Run 1, metal 3:
Bar = 50 um.
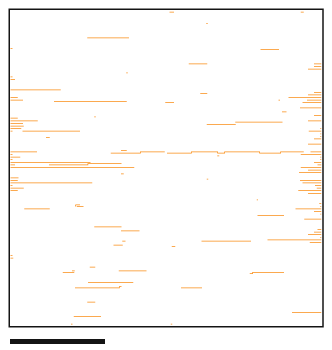
Run 1, met1 routing:
Bar = 50 um.
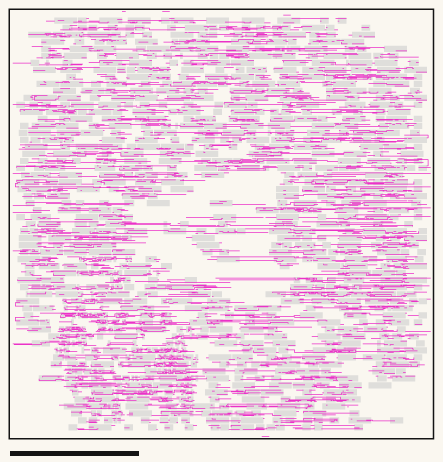
Run 1, clock nets:
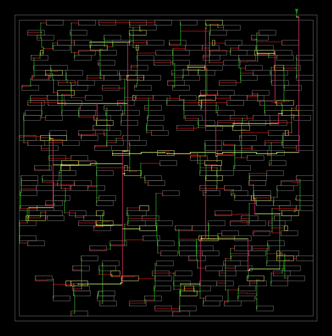
Run 1, signal wires on met4:
Bar = 50 um.
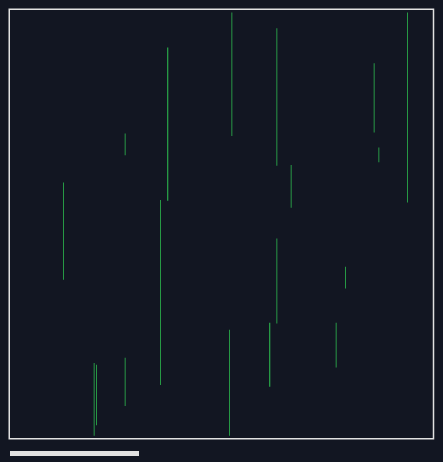
$ cat config.mk
export PLATFORM = sky130hd
export DESIGN_NAME = memory_request_credit_scheduler
export DESIGN_NICKNAME = d
export VERILOG_FILES = /design/src/rtl/memory_request_credit_scheduler.sv
export SDC_FILE = /design/constraint.sdc
export NUM_CORES = 1
export LEC_CHECK = 0
export CAP_MARGIN = 15
export CORE_AREA = 2 2 162 164
export DETAILED_ROUTE_END_ITERATION = 7
export DIE_AREA = 0 0 164 166
export GPL_ROUTABILITY_DRIVEN = 0
export PLACE_DENSITY_LB_ADDON = 0.25
export SLEW_MARGIN = 20
export SYNTH_ARGS = -nofsm -noshare
export SYNTH_HDL_FRONTEND = slang
export SYNTH_SLANG_ARGS = --single-unit
export TNS_END_PERCENT = 1
$ cat constraint.sdc
create_clock -name ap_clk -period 7 [get_ports ap_clk]
set_input_delay 1.4 -clock ap_clk [delete_from_list [all_inputs] [get_ports ap_clk]]
set_output_delay 1.4 -clock ap_clk [all_outputs]
set_load 0.1 [all_outputs]
$ cat src/rtl/memory_request_credit_scheduler.sv
// ============================================================================
// Module   : memory_request_credit_scheduler
// Purpose  : Pop-side sequencer for the N-to-1 memory request arbiter. Issues
//            registered pops to the arbiter output FIFO, buffers the returned
//            payloads, forwards them to the memory channel (valid/ready) and
//            throttles issue against an outstanding-request credit budget.
//            Drains and halts on command.
// Options  : define MEMORY_REQUEST_SCHEDULER_STATS_EN to add the
//            issued_count_out / stall_count_out statistics outputs.
// Revision : 1.0 - initial release
// ============================================================================
`default_nettype none

module memory_request_credit_scheduler #(
  parameter int PAYLOAD_W       = 64,
  parameter int MAX_OUTSTANDING = 16,
  parameter int POP_LATENCY     = 3,
  parameter int BUF_DEPTH       = 4,
  parameter int DRAIN_TIMEOUT   = 1024,
  parameter int CNT_W           = $clog2(MAX_OUTSTANDING + 1)
) (
  input  logic                 ap_clk,
  input  logic                 ap_rst_n,
  input  logic                 enable_in,
  input  logic                 flush_in,
  input  logic                 arb_empty_in,
  output logic                 arb_rd_en_out,
  input  logic                 arb_valid_in,
  input  logic [PAYLOAD_W-1:0] arb_payload_in,
  output logic                 mem_valid_out,
  output logic [PAYLOAD_W-1:0] mem_payload_out,
  input  logic                 mem_ready_in,
  input  logic                 resp_valid_in,
  output logic [CNT_W-1:0]     outstanding_out,
  output logic [1:0]           state_out,
  output logic                 done_out,
`ifdef MEMORY_REQUEST_SCHEDULER_STATS_EN
  output logic [31:0]          issued_count_out,
  output logic [31:0]          stall_count_out,
`endif
  output logic                 error_out
);

  localparam int PTR_W  = (BUF_DEPTH > 1) ? $clog2(BUF_DEPTH) : 1;
  localparam int BCNT_W = $clog2(BUF_DEPTH + 1);
  localparam int DCNT_W = $clog2(DRAIN_TIMEOUT + 1);

  typedef enum logic [1:0] {
    ST_IDLE  = 2'd0,
    ST_RUN   = 2'd1,
    ST_DRAIN = 2'd2,
    ST_DONE  = 2'd3
  } state_t;

  state_t                 state_q, state_d;
  logic                   rd_en_q, rd_en_d;
  logic [POP_LATENCY-1:0] slot_q, slot_d;
  logic [PAYLOAD_W-1:0]   buf_q [BUF_DEPTH];
  logic [PAYLOAD_W-1:0]   buf_d [BUF_DEPTH];
  logic [PTR_W-1:0]       wr_ptr_q, wr_ptr_d;
  logic [PTR_W-1:0]       rd_ptr_q, rd_ptr_d;
  logic [BCNT_W-1:0]      buf_cnt_q, buf_cnt_d;
  logic [CNT_W-1:0]       out_cnt_q, out_cnt_d;
  logic [DCNT_W-1:0]      drain_cnt_q, drain_cnt_d;
  logic                   err_q, err_d;

  logic                   hs;
  logic                   accept;
  logic                   wr;
  logic                   discard;
  logic                   found;
  logic                   buf_ok;
  logic                   credit_ok;
  logic [POP_LATENCY-1:0] slot_ret;
  logic [31:0]            live;

  // Buffer, credit accounting, pop reservation and control FSM next state
  always_comb begin
    state_d     = state_q;
    rd_en_d     = 1'b0;
    buf_d       = buf_q;
    wr_ptr_d    = wr_ptr_q;
    rd_ptr_d    = rd_ptr_q;
    buf_cnt_d   = buf_cnt_q;
    out_cnt_d   = out_cnt_q;
    drain_cnt_d = drain_cnt_q;
    err_d       = err_q;
    discard     = 1'b0;
    found       = 1'b0;

    hs     = (buf_cnt_q != '0) && mem_ready_in;
    accept = arb_valid_in && ((state_q == ST_RUN) || (state_q == ST_DRAIN));
    // A full buffer may still take a write when the head leaves this cycle.
    wr     = accept && ((buf_cnt_q != BCNT_W'(BUF_DEPTH)) || hs);
    if (accept && !wr) begin
      err_d = 1'b1;
    end

    // A returning packet retires the oldest outstanding reservation.
    slot_ret = slot_q;
    for (int i = POP_LATENCY - 1; i >= 0; i--) begin
      if (arb_valid_in && !found && slot_q[i]) begin
        slot_ret[i] = 1'b0;
        found       = 1'b1;
      end
    end

    // Pops that may still land in the buffer: the one on the wire now plus
    // every reservation short of the top slot. The top slot either delivers
    // this cycle (already in buf_cnt_d) or never will.
    live = 32'(rd_en_q);
    for (int i = 0; i < POP_LATENCY - 1; i++) begin
      live = live + 32'(slot_ret[i]);
    end

    // Outstanding credit: handshake adds, response releases, both cancel.
    if (hs && !resp_valid_in) begin
      if (out_cnt_q < CNT_W'(MAX_OUTSTANDING)) begin
        out_cnt_d = out_cnt_q + CNT_W'(1);
      end
    end else if (!hs && resp_valid_in) begin
      if (out_cnt_q == '0) begin
        err_d = 1'b1;
      end else begin
        out_cnt_d = out_cnt_q - CNT_W'(1);
      end
    end

    if (wr) begin
      buf_d[wr_ptr_q] = arb_payload_in;
      wr_ptr_d = (wr_ptr_q == PTR_W'(BUF_DEPTH - 1)) ? '0 : wr_ptr_q + PTR_W'(1);
    end
    if (hs) begin
      rd_ptr_d = (rd_ptr_q == PTR_W'(BUF_DEPTH - 1)) ? '0 : rd_ptr_q + PTR_W'(1);
    end
    buf_cnt_d = buf_cnt_q + BCNT_W'(wr) - BCNT_W'(hs);

    case (state_q)
      ST_IDLE: begin
        if (enable_in) begin
          state_d = ST_RUN;
        end
      end
      ST_RUN: begin
        if (flush_in || !enable_in) begin
          state_d     = ST_DRAIN;
          drain_cnt_d = '0;
        end
      end
      ST_DRAIN: begin
        drain_cnt_d = drain_cnt_q + DCNT_W'(1);
        if ((buf_cnt_d == '0) && (slot_ret == '0) && !rd_en_q && (out_cnt_d == '0)) begin
          state_d = ST_DONE;
        end else if (drain_cnt_q == DCNT_W'(DRAIN_TIMEOUT - 1)) begin
          state_d = ST_DONE;
          err_d   = 1'b1;
          discard = 1'b1;
        end
      end
      default: begin
        if (!enable_in) begin
          state_d = ST_IDLE;
        end
      end
    endcase

    if (discard) begin
      buf_cnt_d = '0;
      wr_ptr_d  = '0;
      rd_ptr_d  = '0;
    end

    buf_ok    = (32'(buf_cnt_d) + live) < 32'(BUF_DEPTH);
    credit_ok = (32'(out_cnt_d) + 32'(buf_cnt_d) + live) < 32'(MAX_OUTSTANDING);
    rd_en_d   = (state_q == ST_RUN) && (state_d == ST_RUN) && !arb_empty_in
                && buf_ok && credit_ok;

    slot_d[0] = rd_en_q;
    for (int i = 1; i < POP_LATENCY; i++) begin
      slot_d[i] = slot_ret[i-1];
    end
    if (discard) begin
      slot_d = '0;
    end
  end

  // State, buffer and counter registers
  always_ff @(posedge ap_clk or negedge ap_rst_n) begin
    if (!ap_rst_n) begin
      state_q     <= ST_IDLE;
      rd_en_q     <= 1'b0;
      slot_q      <= '0;
      wr_ptr_q    <= '0;
      rd_ptr_q    <= '0;
      buf_cnt_q   <= '0;
      out_cnt_q   <= '0;
      drain_cnt_q <= '0;
      err_q       <= 1'b0;
      for (int i = 0; i < BUF_DEPTH; i++) begin
        buf_q[i] <= '0;
      end
    end else begin
      state_q     <= state_d;
      rd_en_q     <= rd_en_d;
      slot_q      <= slot_d;
      wr_ptr_q    <= wr_ptr_d;
      rd_ptr_q    <= rd_ptr_d;
      buf_cnt_q   <= buf_cnt_d;
      out_cnt_q   <= out_cnt_d;
      drain_cnt_q <= drain_cnt_d;
      err_q       <= err_d;
      buf_q       <= buf_d;
    end
  end

`ifdef MEMORY_REQUEST_SCHEDULER_STATS_EN
  logic [31:0] issued_q, issued_d;
  logic [31:0] stall_q, stall_d;

  // Statistics: memory handshakes and credit-limited RUN cycles, free-running wrap
  always_comb begin
    issued_d = issued_q + 32'(hs);
    stall_d  = stall_q + 32'((state_q == ST_RUN) && !arb_empty_in && !credit_ok);
  end

  // Statistics registers
  always_ff @(posedge ap_clk or negedge ap_rst_n) begin
    if (!ap_rst_n) begin
      issued_q <= '0;
      stall_q  <= '0;
    end else begin
      issued_q <= issued_d;
      stall_q  <= stall_d;
    end
  end

  assign issued_count_out = issued_q;
  assign stall_count_out  = stall_q;
`endif

  assign arb_rd_en_out   = rd_en_q;
  assign mem_valid_out   = (buf_cnt_q != '0);
  assign mem_payload_out = buf_q[rd_ptr_q];
  assign outstanding_out = out_cnt_q;
  assign state_out       = state_q;
  assign done_out        = (state_q == ST_DONE);
  assign error_out       = err_q;

endmodule

`default_nettype wire
==> run notes, run 1 <==
With the horizontal die dimension at 164 um, the count of pins over their slew limit is 0. Cell type with the largest total area after synthesis: dfrtp_1. The top cell type in the final layout, fill and taps aside, is dfrtp_1. Entering global routing, the biggest net connects 166 pins. Setup repair after global routing left no endpoint under its margin. The top cell types in the final layout, fill and taps aside, are dfrtp_1 (284), mux2_2 (258), clkdlybuf4s50_1 (145).

The run finished with clean final reports. The number of buffers added to fix hold violations after cts is 0. For the worst setup path, the data arrival time is 5.84 ns. The register with the most flip-flops in the final layout is buf_q. For this design, Yosys synthesis ends with a cell count of 850.

The end-of-flow timing check tallies setup violations at 0. Synthesis produced 850 cells. The initial utilization of the core area, before any placement, comes to 50.8%.

The leading cell type by number of instances after synthesis is dfrtp_1. For this run, design rule violations remaining after detail routing come to 0.

With the via count of the first global-routing pass at 8117, the post-CTS resize count is 0.
## Picture notes: 'metal 3'
87 nets have wire on it. The layer holds 4.1% of the routed length. The layer carries 1060 um of wire. The wires run mostly horizontal.
GR Util met3: 3.42%
detailed-route wire length: 26100 um
via total after detailed routing: 7630

## Picture notes: 'met1 routing'
The layer carries 11800 um of wire. 989 nets have wire on it. The layer holds 45% of the routed length. The wires run mostly horizontal. The longest straight run is 42.8 um.
Global Route met1 Usage: 27.4%

## Picture notes: 'clock nets'
layout clock buffer count: 47
Setup Skew: 0.0124 ns
clk sinks: 286

## Picture notes: 'signal wires on met4'
The longest straight run is 73.4 um. The layer holds 2.3% of the routed length.

-- run 1: worst max-delay path: cells and delay by family --
| family | cells | cell delay [ns] |
|---|---|---|
| adders and majority gates | 5 | 1.11 |
| xor gates and xnor gates | 2 | 0.43 |
| buffers and inverters | 5 | 0.84 |
| AOI/OAI and AO/OA | 1 | 0.22 |
| and+or+nand+nor | 6 | 1.84 |
-- run 1: layout make-up --
class,count,area (um^2)
clock inverter,6,38.8
inverter,16,60.1
tap,335,419
fill,1971,9870
sequential,286,7160
timing repair buffer,153,1530
multi-input combinational,504,5620
antenna,1,2.50
clock buffer,47,906
-- run 1: routing by layer --
metal	vias to the layer above	share of wire [%]
met5	-	0
met3	45	4.1
met4	0	2.3
li1	3443	-
met1	4011	45
met2	131	48
-- run 1: path summary, 6_finish.rpt --
kind                            depth (start not counted)                    from                       to  slack [ns]
min in group asynchronous                               1                ap_rst_n   buf_q[203]$_DFFE_PN0P_        0.90
worst max register to register                         18  buf_cnt_q[1]$_DFF_PN0_  arb_rd_en_out$_DFF_PN0_        2.50
worst min register to register                          1  buf_q[110]$_DFFE_PN0P_   buf_q[110]$_DFFE_PN0P_        0.50
worst max-delay path                                   19            mem_ready_in  arb_rd_en_out$_DFF_PN0_        1.60
max in group asynchronous                               2                ap_rst_n   buf_q[236]$_DFFE_PN0P_        4.62
worst min-delay path                                    1  buf_q[110]$_DFFE_PN0P_   buf_q[110]$_DFFE_PN0P_        0.50
-- run 1: kinds of logic after synthesis --
logic type | after synthesis | synth area share, %
muxes | 322 | 33.4
DFF | 286 | 55.0
and+or+nand+nor | 98 | 3.85
buffers and inverters | 60 | 1.97
AOI/OAI and AO/OA | 50 | 2.68
adders and majority gates | 22 | 2.23
xor gates and xnor gates | 12 | 0.808
==> run 2, diff against run 1 <==
--- a/config.mk
+++ b/config.mk
@@ -6,9 +6,9 @@
 export NUM_CORES = 1
 export LEC_CHECK = 0
 export CAP_MARGIN = 15
-export CORE_AREA = 2 2 162 164
+export CORE_AREA = 2 2 163 165
 export DETAILED_ROUTE_END_ITERATION = 7
-export DIE_AREA = 0 0 164 166
+export DIE_AREA = 0 0 165 167
 export GPL_ROUTABILITY_DRIVEN = 0
 export PLACE_DENSITY_LB_ADDON = 0.25
 export SLEW_MARGIN = 20
==> constraint.sdc (replaced) <==
create_clock -name ap_clk -period 4.55 [get_ports ap_clk]
set_input_delay 0.91 -clock ap_clk [delete_from_list [all_inputs] [get_ports ap_clk]]
set_output_delay 0.91 -clock ap_clk [all_outputs]
set_load 0.1 [all_outputs]
==> run 2 against run 1 <==
Effect of this change:
- highest routed layer unchanged
- setup slack worse by 1.4 ns
- critical endpoint unchanged
==> run notes, run 2 <==
The run finished with clean final reports. The cell count after synthesis is 850 (unchanged). The horizontal die dimension came out at 165 um (+0.61%).

With the area fraction in xor and xnor cells at 0.808% (unchanged), the number of inserted filler cells in the final layout is 1938 (-1.7%). The post-synthesis share of cell area spent on and, or, nand and nor gates came out at 3.85% (unchanged). The area share of fa/ha/maj cells after synthesis works out to 2.23% (unchanged). The top flip-flop cell by instance count after synthesis is dfrtp_1. Counting only logic cells after layout, the most numerous master is dfrtp_1. The tools report the largest net degree at the start of global routing as 127 (-23%). The post-detailed-route DRC marker count was 0 (unchanged); the count of pins over their slew limit was 0 (unchanged). For the count of final setup violators, the log shows 0 (unchanged). Setup repair after global routing left no endpoint under its margin. Number of nets in the synthesized netlist: 944. Worst clock skew: 0.0157 ns (+0.00328 ns). In this run the critical register-to-register path is captured at arb_rd_en_out$_DFF_PN0_. Arrival time at the worst endpoint: 4.82 ns (-1.02 ns). Looking at the reg2reg group, the worst path starts from buf_cnt_q[1]$_DFF_PN0_.

The number of placed instances, taps included was 1309. The run gives 13000 um^2 for the area of the mapped netlist. The worst setup path is captured at a register. The floorplan-stage core utilization was 50.5% (-0.29 points). The leading cell type by number of instances after synthesis was dfrtp_1.

For the number of buffers added to fix hold violations after cts, the log shows 0 (unchanged). The count of cells along the worst register-to-register path was 17 (-1); the CTS sink count was 286 (unchanged). The largest total area in the synthesized netlist belongs to dfrtp_1. The compound-gate portion of the synthesized area was 2.68% (unchanged); the routed length on met1 was 11700 um (-1.3%). buf_q holds more flip-flops than any other register. For the cell count in the Yosys report, the log shows 850 (unchanged).

With the post-CTS resize count at 0 (unchanged), the area fraction in mux cells is 33.4% (unchanged). The run gives 8086 (-0.38%) for the via count of the first global-routing pass. The top cell types in the final layout, fill and taps aside, are dfrtp_1 (284), mux2_2 (258), clkdlybuf4s50_1 (113). With the top-area cell type share of the netlist area at 55.0%, the number of diodes is 0 (-1).

The met2 wire length came out at 13200 um (+4.5%).
## run 2: cell count changes in the layout (fill, tap and decap cells not counted), moves of 2 or more
cell	change
buf_12	+4
buf_4	+43
clkbuf_1	-2
clkdlybuf4s50_1	-32
clkinv_2	+4
## run 2: critical path, stage by stage
cell,delay (ns)
clkdlybuf4s50_1,0.42
or4b_2,0.68
nor2b_1,0.17
inv_1,0.05
ha_1,0.22
inv_1,0.06
ha_1,0.12
inv_1,0.05
fa_2,0.34
xor2_1,0.16
xnor2_1,0.22
nor2_1,0.09
ha_2,0.17
ha_1,0.18
nor4b_2,0.21
nand2_1,0.06
or4b_1,0.45
a311oi_1,0.25
## run 2: cell type report
type | count | area, um^2 | share of cell area [%]
clock buffers | 44 | 885 | 5.58
multi-input cells | 504 | 5630 | 35.5
repair buffers | 168 | 1610 | 10.2
clock inverters | 10 | 77.6 | 0.489
flip-flops and latches | 286 | 7160 | 45.2
inverters | 16 | 60.1 | 0.379
well taps | 335 | 419 | 2.64
## run 2: worst max-delay path by stage
stage            startpoint                 endpoint  slack [ns]
5_1_grt        mem_ready_in  arb_rd_en_out$_DFF_PN0_        0.02
3_3_place_gp   mem_ready_in  arb_rd_en_out$_DFF_PN0_       -0.32
4_1_cts        mem_ready_in  arb_rd_en_out$_DFF_PN0_        0.19
3_5_place_dp   mem_ready_in  arb_rd_en_out$_DFF_PN0_       -0.38
6_report       mem_ready_in  arb_rd_en_out$_DFF_PN0_        0.18
2_1_floorplan  mem_ready_in  arb_rd_en_out$_DFF_PN0_        0.02
## run 2: metrics by stage
step	setup slack [ns]	hold slack (ns)
after floorplan	0.0201	0.474
after global placement	-0.324	0.481
after detailed placement	-0.380	0.487
after CTS	0.187	0.501
after global routing	0.0210	0.510
final	0.185	0.483
Run 2, met1 routing:
Bar = 50 um.
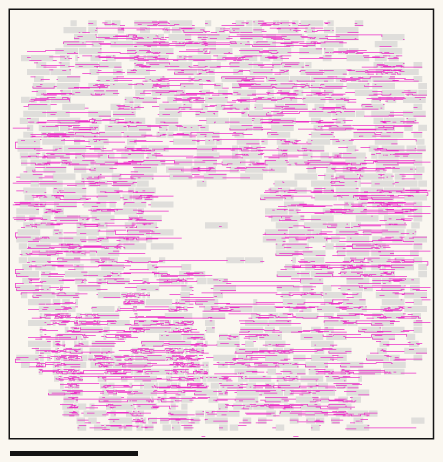
989 nets have wire on it. The layer carries 11700 um of wire.
detailed-route wire length: 26500 um
via total after detailed routing: 7658
Global Route met1 Usage: 26.7%

Run 2, metal 3:
Bar = 50 um.
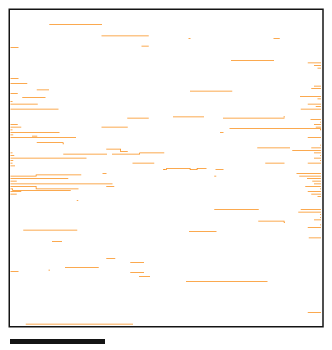
The layer carries 1220 um of wire. 84 nets have wire on it. The wires run mostly horizontal. The layer holds 4.6% of the routed length.
GR Util met3: 3.89%

